### config.mk
export PLATFORM = sky130hd
export DESIGN_NAME = dat_read_seq_flat
export DESIGN_NICKNAME = d
export VERILOG_FILES = /design/src/rtl/dat_read_seq_if.sv /design/src/rtl/dat_read_seq.sv /design/src/flat_wrapper.sv
export SDC_FILE = /design/constraint.sdc
export NUM_CORES = 1
export LEC_CHECK = 0
export CORE_ASPECT_RATIO = 1.75
export CORE_MARGIN = 5
export CORE_UTILIZATION = 51
export DETAILED_ROUTE_END_ITERATION = 12
export HOLD_SLACK_MARGIN = 0.08
export PLACE_DENSITY = 0.9
export SKIP_CTS_REPAIR_TIMING = 1
export SYNTH_ARGS = -nofsm -noshare
export SYNTH_HDL_FRONTEND = slang
export SYNTH_SLANG_ARGS = --single-unit
### constraint.sdc
create_clock -name clk_i -period 6.5 [get_ports clk_i]
set_input_delay 1.95 -clock clk_i [delete_from_list [all_inputs] [get_ports clk_i]]
set_output_delay 1.95 -clock clk_i [all_outputs]
set_load 0.005 [all_outputs]
### src/rtl/dat_read_seq_if.sv
// Control, status and data signals between the multi-block read sequencer and
// its surroundings (register file, dat_read receiver, host buffer).
interface dat_read_seq_if #(
   parameter int unsigned MaxBlockBitSize = 10,
   parameter int unsigned BufFreeWidth    = 10
);
   logic                       sd_clk_en_i;
   logic                       start_i;
   logic [MaxBlockBitSize-1:0] block_size_i;
   logic                       bus_width_is_4_i;
   logic [15:0]                block_count_i;
   logic                       block_count_en_i;
   logic [23:0]                timeout_i;
   logic                       abort_i;
   logic [BufFreeWidth-1:0]    buf_free_i;
   logic                       dat_start_o;
   logic [MaxBlockBitSize-1:0] dat_block_size_o;
   logic                       dat_bus_width_is_4_o;
   logic                       dat_rst_o;
   logic                       dat_data_valid_i;
   logic [31:0]                dat_data_i;
   logic                       dat_done_i;
   logic                       dat_crc_err_i;
   logic                       dat_end_bit_err_i;
   logic                       word_valid_o;
   logic [31:0]                word_o;
   logic                       sd_clk_stop_o;
   logic                       busy_o;
   logic [15:0]                blocks_left_o;
   logic                       block_done_o;
   logic                       xfer_done_o;
   logic                       crc_err_o;
   logic                       end_bit_err_o;
   logic                       timeout_err_o;

   modport slave (
      input  sd_clk_en_i, start_i, block_size_i, bus_width_is_4_i, block_count_i,
             block_count_en_i, timeout_i, abort_i, buf_free_i, dat_data_valid_i, dat_data_i,
             dat_done_i, dat_crc_err_i, dat_end_bit_err_i,
      output dat_start_o, dat_block_size_o, dat_bus_width_is_4_o, dat_rst_o, word_valid_o,
             word_o, sd_clk_stop_o, busy_o, blocks_left_o, block_done_o, xfer_done_o,
             crc_err_o, end_bit_err_o, timeout_err_o
   );

   modport master (
      output sd_clk_en_i, start_i, block_size_i, bus_width_is_4_i, block_count_i,
             block_count_en_i, timeout_i, abort_i, buf_free_i, dat_data_valid_i, dat_data_i,
             dat_done_i, dat_crc_err_i, dat_end_bit_err_i,
      input  dat_start_o, dat_block_size_o, dat_bus_width_is_4_o, dat_rst_o, word_valid_o,
             word_o, sd_clk_stop_o, busy_o, blocks_left_o, block_done_o, xfer_done_o,
             crc_err_o, end_bit_err_o, timeout_err_o
   );
endinterface

### src/rtl/dat_read_seq.sv
// Multi-block read sequencer: restarts dat_read per block, counts blocks, stops the SD
// clock while the host buffer lacks room for a block, forwards words and reports status.
module dat_read_seq #(
   parameter int unsigned MaxBlockBitSize = 10,
   parameter int unsigned BufFreeWidth    = 10
) (
   input  logic          clk_i,
   input  logic          rst_i,
   dat_read_seq_if.slave bus
);
   localparam int unsigned NeedWidth = MaxBlockBitSize + 1;
   localparam int unsigned CmpWidth  = (NeedWidth > BufFreeWidth) ? NeedWidth : BufFreeWidth;

   typedef enum logic [2:0] {StIdle, StCheck, StStart, StWait, StGap} state_e;

   state_e                     r_state, w_state_next;
   logic [MaxBlockBitSize-1:0] r_block_size, w_block_size_next;
   logic                       r_bus_w4, w_bus_w4_next;
   logic                       r_count_en, w_count_en_next;
   logic [NeedWidth-1:0]       r_need, w_need_next;
   logic [15:0]                r_blocks_left, w_blocks_left_next;
   logic                       r_abort, w_abort_next;
   logic [23:0]                r_tmo_cnt, w_tmo_cnt_next;
   logic                       r_crc_err, w_crc_err_next;
   logic                       r_end_err, w_end_err_next;
   logic                       r_tmo_err, w_tmo_err_next;
   logic                       r_block_done, w_block_done_next;
   logic                       r_xfer_done, w_xfer_done_next;
   logic                       r_dat_rst, w_dat_rst_next;
   logic                       r_word_valid;
   logic [31:0]                r_word;

   logic [NeedWidth-1:0] w_size_ext;
   logic [NeedWidth-1:0] w_need_calc;
   logic                 w_space_ok;
   logic                 w_xfer_over;
   logic [23:0]          w_tmo_inc;
   logic                 w_tmo_hit;
   logic                 w_dat_err;

   assign w_size_ext  = NeedWidth'(bus.block_size_i);
   assign w_need_calc = (w_size_ext + NeedWidth'(3)) >> 2;
   assign w_space_ok  = CmpWidth'(bus.buf_free_i) >= CmpWidth'(r_need);
   assign w_xfer_over = (r_count_en && (r_blocks_left == 16'd0)) || r_abort;
   assign w_tmo_inc   = r_tmo_cnt + 24'd1;
   assign w_tmo_hit   = (bus.timeout_i != 24'd0) && bus.sd_clk_en_i &&
                        (w_tmo_inc >= bus.timeout_i);
   assign w_dat_err   = bus.dat_crc_err_i || bus.dat_end_bit_err_i;

   always_comb begin
      w_state_next       = r_state;
      w_block_size_next  = r_block_size;
      w_bus_w4_next      = r_bus_w4;
      w_count_en_next    = r_count_en;
      w_need_next        = r_need;
      w_blocks_left_next = r_blocks_left;
      w_abort_next       = r_abort || ((r_state != StIdle) && bus.abort_i);
      w_tmo_cnt_next     = r_tmo_cnt;
      w_crc_err_next     = r_crc_err;
      w_end_err_next     = r_end_err;
      w_tmo_err_next     = r_tmo_err;
      w_block_done_next  = 1'b0;
      w_xfer_done_next   = 1'b0;
      w_dat_rst_next     = 1'b0;

      unique case (r_state)
         StIdle: begin
            w_abort_next = 1'b0;
            if (bus.start_i) begin
               w_block_size_next  = bus.block_size_i;
               w_bus_w4_next      = bus.bus_width_is_4_i;
               w_count_en_next    = bus.block_count_en_i;
               w_blocks_left_next = bus.block_count_i;
               w_need_next        = w_need_calc;
               w_crc_err_next     = 1'b0;
               w_end_err_next     = 1'b0;
               w_tmo_err_next     = 1'b0;
               w_state_next       = StCheck;
            end
         end
         StCheck: begin
            if (w_xfer_over) begin
               w_state_next     = StIdle;
               w_xfer_done_next = 1'b1;
               w_abort_next     = 1'b0;
            end else if (w_space_ok) begin
               w_state_next = StStart;
            end else begin
               w_state_next = StGap;
            end
         end
         StGap: begin
            if (w_space_ok || r_abort) w_state_next = StCheck;
         end
         StStart: begin
            w_tmo_cnt_next = 24'd0;
            if (bus.sd_clk_en_i) w_state_next = StWait;
         end
         StWait: begin
            if (bus.dat_done_i) begin
               if (w_dat_err) begin
                  // An error ends the transfer; a concurrent abort is dropped.
                  w_crc_err_next   = r_crc_err || bus.dat_crc_err_i;
                  w_end_err_next   = r_end_err || bus.dat_end_bit_err_i;
                  w_state_next     = StIdle;
                  w_xfer_done_next = 1'b1;
                  w_abort_next     = 1'b0;
               end else begin
                  if (r_count_en && (r_blocks_left != 16'd0)) begin
                     w_blocks_left_next = r_blocks_left - 16'd1;
                  end
                  w_block_done_next = 1'b1;
                  w_state_next      = StCheck;
               end
            end else if (w_tmo_hit) begin
               w_tmo_err_next   = 1'b1;
               w_dat_rst_next   = 1'b1;
               w_state_next     = StIdle;
               w_xfer_done_next = 1'b1;
               w_abort_next     = 1'b0;
            end else if (bus.sd_clk_en_i) begin
               w_tmo_cnt_next = w_tmo_inc;
            end
         end
         default: w_state_next = StIdle;
      endcase
   end

   always_ff @(posedge clk_i or posedge rst_i) begin
      if (rst_i) begin
         r_state       <= StIdle;
         r_block_size  <= '0;
         r_bus_w4      <= 1'b0;
         r_count_en    <= 1'b0;
         r_need        <= '0;
         r_blocks_left <= 16'd0;
         r_abort       <= 1'b0;
         r_tmo_cnt     <= 24'd0;
         r_crc_err     <= 1'b0;
         r_end_err     <= 1'b0;
         r_tmo_err     <= 1'b0;
         r_block_done  <= 1'b0;
         r_xfer_done   <= 1'b0;
         r_dat_rst     <= 1'b0;
         r_word_valid  <= 1'b0;
         r_word        <= 32'd0;
      end else begin
         r_state       <= w_state_next;
         r_block_size  <= w_block_size_next;
         r_bus_w4      <= w_bus_w4_next;
         r_count_en    <= w_count_en_next;
         r_need        <= w_need_next;
         r_blocks_left <= w_blocks_left_next;
         r_abort       <= w_abort_next;
         r_tmo_cnt     <= w_tmo_cnt_next;
         r_crc_err     <= w_crc_err_next;
         r_end_err     <= w_end_err_next;
         r_tmo_err     <= w_tmo_err_next;
         r_block_done  <= w_block_done_next;
         r_xfer_done   <= w_xfer_done_next;
         r_dat_rst     <= w_dat_rst_next;
         r_word_valid  <= bus.dat_data_valid_i;
         r_word        <= bus.dat_data_i;
      end
   end

   assign bus.dat_start_o          = (r_state == StStart);
   assign bus.sd_clk_stop_o        = (r_state == StGap);
   assign bus.busy_o               = (r_state != StIdle);
   assign bus.dat_block_size_o     = r_block_size;
   assign bus.dat_bus_width_is_4_o = r_bus_w4;
   assign bus.dat_rst_o            = r_dat_rst;
   assign bus.word_valid_o         = r_word_valid;
   assign bus.word_o               = r_word;
   assign bus.blocks_left_o        = r_blocks_left;
   assign bus.block_done_o         = r_block_done;
   assign bus.xfer_done_o          = r_xfer_done;
   assign bus.crc_err_o            = r_crc_err;
   assign bus.end_bit_err_o        = r_end_err;
   assign bus.timeout_err_o        = r_tmo_err;
endmodule

### src/flat_wrapper.sv
// flat-port wrapper written by rule: the top's interface ports become plain ports
module dat_read_seq_flat 
#(
   parameter int unsigned MaxBlockBitSize = 10,
   parameter int unsigned BufFreeWidth    = 10
)
  (clk_i, rst_i, bus_sd_clk_en_i, bus_start_i, bus_block_size_i, bus_bus_width_is_4_i, bus_block_count_i, bus_block_count_en_i, bus_timeout_i, bus_abort_i, bus_buf_free_i, bus_dat_data_valid_i, bus_dat_data_i, bus_dat_done_i, bus_dat_crc_err_i, bus_dat_end_bit_err_i, bus_dat_start_o, bus_dat_block_size_o, bus_dat_bus_width_is_4_o, bus_dat_rst_o, bus_word_valid_o, bus_word_o, bus_sd_clk_stop_o, bus_busy_o, bus_blocks_left_o, bus_block_done_o, bus_xfer_done_o, bus_crc_err_o, bus_end_bit_err_o, bus_timeout_err_o);
  dat_read_seq_if #(.MaxBlockBitSize(MaxBlockBitSize), .BufFreeWidth(BufFreeWidth)) bus_i ();
  input  logic clk_i;
  input  logic rst_i;
  input wire logic [$bits(bus_i.sd_clk_en_i)-1:0] bus_sd_clk_en_i;
  input wire logic [$bits(bus_i.start_i)-1:0] bus_start_i;
  input wire logic [$bits(bus_i.block_size_i)-1:0] bus_block_size_i;
  input wire logic [$bits(bus_i.bus_width_is_4_i)-1:0] bus_bus_width_is_4_i;
  input wire logic [$bits(bus_i.block_count_i)-1:0] bus_block_count_i;
  input wire logic [$bits(bus_i.block_count_en_i)-1:0] bus_block_count_en_i;
  input wire logic [$bits(bus_i.timeout_i)-1:0] bus_timeout_i;
  input wire logic [$bits(bus_i.abort_i)-1:0] bus_abort_i;
  input wire logic [$bits(bus_i.buf_free_i)-1:0] bus_buf_free_i;
  input wire logic [$bits(bus_i.dat_data_valid_i)-1:0] bus_dat_data_valid_i;
  input wire logic [$bits(bus_i.dat_data_i)-1:0] bus_dat_data_i;
  input wire logic [$bits(bus_i.dat_done_i)-1:0] bus_dat_done_i;
  input wire logic [$bits(bus_i.dat_crc_err_i)-1:0] bus_dat_crc_err_i;
  input wire logic [$bits(bus_i.dat_end_bit_err_i)-1:0] bus_dat_end_bit_err_i;
  output wire logic [$bits(bus_i.dat_start_o)-1:0] bus_dat_start_o;
  output wire logic [$bits(bus_i.dat_block_size_o)-1:0] bus_dat_block_size_o;
  output wire logic [$bits(bus_i.dat_bus_width_is_4_o)-1:0] bus_dat_bus_width_is_4_o;
  output wire logic [$bits(bus_i.dat_rst_o)-1:0] bus_dat_rst_o;
  output wire logic [$bits(bus_i.word_valid_o)-1:0] bus_word_valid_o;
  output wire logic [$bits(bus_i.word_o)-1:0] bus_word_o;
  output wire logic [$bits(bus_i.sd_clk_stop_o)-1:0] bus_sd_clk_stop_o;
  output wire logic [$bits(bus_i.busy_o)-1:0] bus_busy_o;
  output wire logic [$bits(bus_i.blocks_left_o)-1:0] bus_blocks_left_o;
  output wire logic [$bits(bus_i.block_done_o)-1:0] bus_block_done_o;
  output wire logic [$bits(bus_i.xfer_done_o)-1:0] bus_xfer_done_o;
  output wire logic [$bits(bus_i.crc_err_o)-1:0] bus_crc_err_o;
  output wire logic [$bits(bus_i.end_bit_err_o)-1:0] bus_end_bit_err_o;
  output wire logic [$bits(bus_i.timeout_err_o)-1:0] bus_timeout_err_o;
  assign bus_i.sd_clk_en_i = bus_sd_clk_en_i;
  assign bus_i.start_i = bus_start_i;
  assign bus_i.block_size_i = bus_block_size_i;
  assign bus_i.bus_width_is_4_i = bus_bus_width_is_4_i;
  assign bus_i.block_count_i = bus_block_count_i;
  assign bus_i.block_count_en_i = bus_block_count_en_i;
  assign bus_i.timeout_i = bus_timeout_i;
  assign bus_i.abort_i = bus_abort_i;
  assign bus_i.buf_free_i = bus_buf_free_i;
  assign bus_i.dat_data_valid_i = bus_dat_data_valid_i;
  assign bus_i.dat_data_i = bus_dat_data_i;
  assign bus_i.dat_done_i = bus_dat_done_i;
  assign bus_i.dat_crc_err_i = bus_dat_crc_err_i;
  assign bus_i.dat_end_bit_err_i = bus_dat_end_bit_err_i;
  assign bus_dat_start_o = bus_i.dat_start_o;
  assign bus_dat_block_size_o = bus_i.dat_block_size_o;
  assign bus_dat_bus_width_is_4_o = bus_i.dat_bus_width_is_4_o;
  assign bus_dat_rst_o = bus_i.dat_rst_o;
  assign bus_word_valid_o = bus_i.word_valid_o;
  assign bus_word_o = bus_i.word_o;
  assign bus_sd_clk_stop_o = bus_i.sd_clk_stop_o;
  assign bus_busy_o = bus_i.busy_o;
  assign bus_blocks_left_o = bus_i.blocks_left_o;
  assign bus_block_done_o = bus_i.block_done_o;
  assign bus_xfer_done_o = bus_i.xfer_done_o;
  assign bus_crc_err_o = bus_i.crc_err_o;
  assign bus_end_bit_err_o = bus_i.end_bit_err_o;
  assign bus_timeout_err_o = bus_i.timeout_err_o;
  dat_read_seq #(.MaxBlockBitSize(MaxBlockBitSize), .BufFreeWidth(BufFreeWidth)) u_core (.clk_i(clk_i), .rst_i(rst_i), .bus(bus_i));
endmodule
==> impl_metrics.tcl <==
# metrics dict for downstream scripts
set metrics [dict create \
    setup_ws_ps 1890 \
    critical_path_class "in -> reg" \
    reg2reg_to "u_core.r_tmo_cnt[11]" \
    required_ps 6710 \
    drtIter0Drc 344 \
    clk_share_pct 3.80 \
    hold_class "reg -> reg" \
    seq_area_frac_synth_pct 47.4 \
    seq_area_um2 2600 \
    antenna_found_initial 0 \
    firstDrtPassIters 5 \
    antennaDiodeCount 0 \
    area_delta_synth_final_pct 38.3 \
    clk_latency_ps 340 \
    ys.flops 104 \
    edf_count 0 \
    die_h_um 147 \
    finClkSkew_ps 10.4 \
    syn-num-nets 743 \
    wl_per_cell_um 18.0 \
    start_kind "primary input" \
    path_depth 11 \
    comb-power_uw 885 \
    worst_setup_path_end_kind "register" \
    syn_area_um2 5490 \
    ys_sh_mux_pct 0.410 \
    worst_pin_slew_ps 1100 \
    cp-endpoint "u_core.r_tmo_cnt[11]" \
    cts_root_buf "clkbuf_16" \
    yosys-top-cells-area "dfrtp_1, ha_1, nand2_1, o21ai_0, nor2_1" \
    run_status "complete, no violations" \
    synth_top_flop_cell "dfrtp_1" \
    clockPowerShare_pct 22.2 \
    yosys_area_um2 5490 \
    synthArstFlopShare_pct 100 \
    setup_viol 0 \
    port_buffers 171 \
    rsz0062_at_grt "false" \
    wl_met3_um 1180 \
    clkSinkCount 104 \
    path_clk_slew_ps 70 \
    place_hpwl_um 12800 \
    reg2reg_depth 14 \
    sequentialPowerShare_pct 39.9 \
    combGateArea_um2 2640 \
    yosysCellCount 605 \
    synthXorXnorAreaFrac_pct 4.63 \
    gr-total-overflow 0 \
    largest_reg_flops 32 \
    crit_slowest_cell "a2111oi_0" \
    path_buffers 3 \
    syn_inst 605 \
    fin_cells 904 \
    cts_buffer_depth 2 \
    warning_count 26 \
    grt.total_usage_pct 25.6 \
    rr_startpoint "u_core.r_tmo_cnt[2]" \
    post_dp_cell_area_um2 7310 \
    initCoreUtil_pct 51.6 \
    leakagePower_uw 0.00340 \
    n_fill_cell 755 \
    drc 0 \
    finalMaxSlewViolations 0 \
    chipWidth_um 88.4 \
    chip_area_um2 13000 \
    common_cells "dfrtp_1, nand2_1, o21ai_0, nor2_1, inv_1" \
    hold_depth 2 \
    cpLargestDelayFamily "AND-OR/OR-AND gates" \
    pre_cts_slack_ps 1550 \
    htree_levels 3 \
    synth.distinct_cells 54 \
    cts_tree "done" \
    buffers_excl_clock 175 \
    io_pins 172 \
    syn_avg_cell_area_um2 9.08 \
    whs_ps 481 \
    grt_start_max_net_pins 62 \
    power_uw 2330 \
    largest_area_cell "dfrtp_1" \
    grt_use_met3_pct 7.07 \
    dp.cells 888 \
    path_max_fanout 37 \
    inverters 41 \
    place_congestion 0.947 \
    comb_share_pct 34.8 \
    drv_cap 0 \
    grt-busiest-layer "met2" \
    finalCritPeriodShare_pct 71.0 \
    met1Wirelength_um 5450 \
    slowest_delay_ps 930 \
    seq_power_uw 931 \
    yosys.area_share.simple_pct 19.2 \
    hold_viol_final 0 \
    cp.arrival_ps 4830 \
    wl_met2_um 8940 \
    crit_start "bus_timeout_i[17]" \
    top_power_group "sequential cells" \
    p_sw_uw 838 \
    grt_pass1_vias 5512 \
    grt_pass1_wl_um 25900 \
    synth_top_area_share_pct 47.4 \
    clock_buffers 9 \
    bufAreaShareNonClock_pct 22.9 \
    grt_use_met2_pct 48.4 \
    vias_per_cell 5.63 \
    largest_class "combinational gates" \
    layout_top_cells "clkdlybuf4s50_1, dfrtp_1, nand2_1, o21ai_0, nor2_1" \
    lay_top_count "clkdlybuf4s50_1" \
    taps 130 \
]
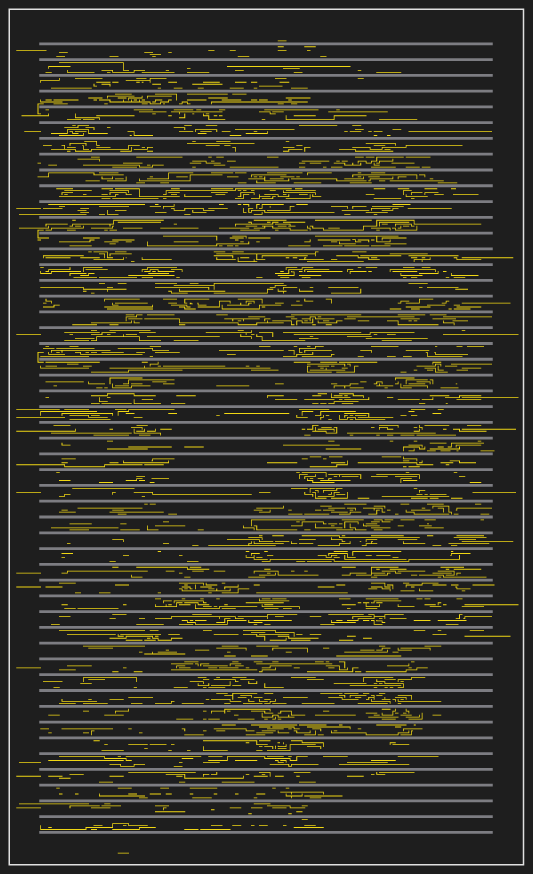
Fig. 1. Met1 routing.
Supply wires on this layer in grey.
The layer holds 34% of the routed length. The layer carries 5450 µm of wire. The longest straight run is 27.6 µm. 817 nets have wire on it.
routed via count: 5087
total wire length: 16200 µm
M1 GR Usage: 24.8%

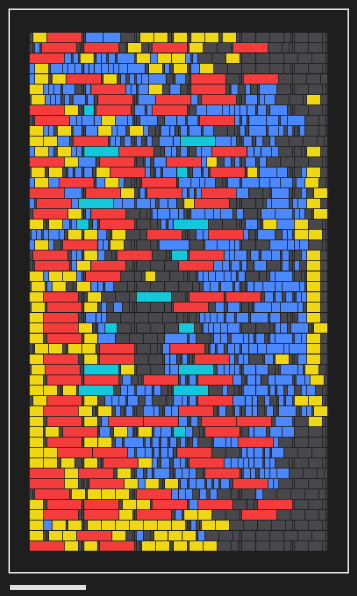
Fig. 2. Cells coloured by class.
Bar = 20 µm. Fill, decap, tap and diode cells in grey.
remaining buffers and delay cells: drawn in yellow, cells 175, share of their area 23%. remaining logic cells: drawn in blue, cells 479, share of their area 38%. clock drivers and dummy loads: drawn in cyan, cells 16, share of their area 3.9%. registers: drawn in red, cells 104, share of their area 35%.
row count: 50
flop share of the area: 34.3%
Final Core Density: 71.4%
area of the core: 10600 µm²
post-layout instance area: 7600 µm²

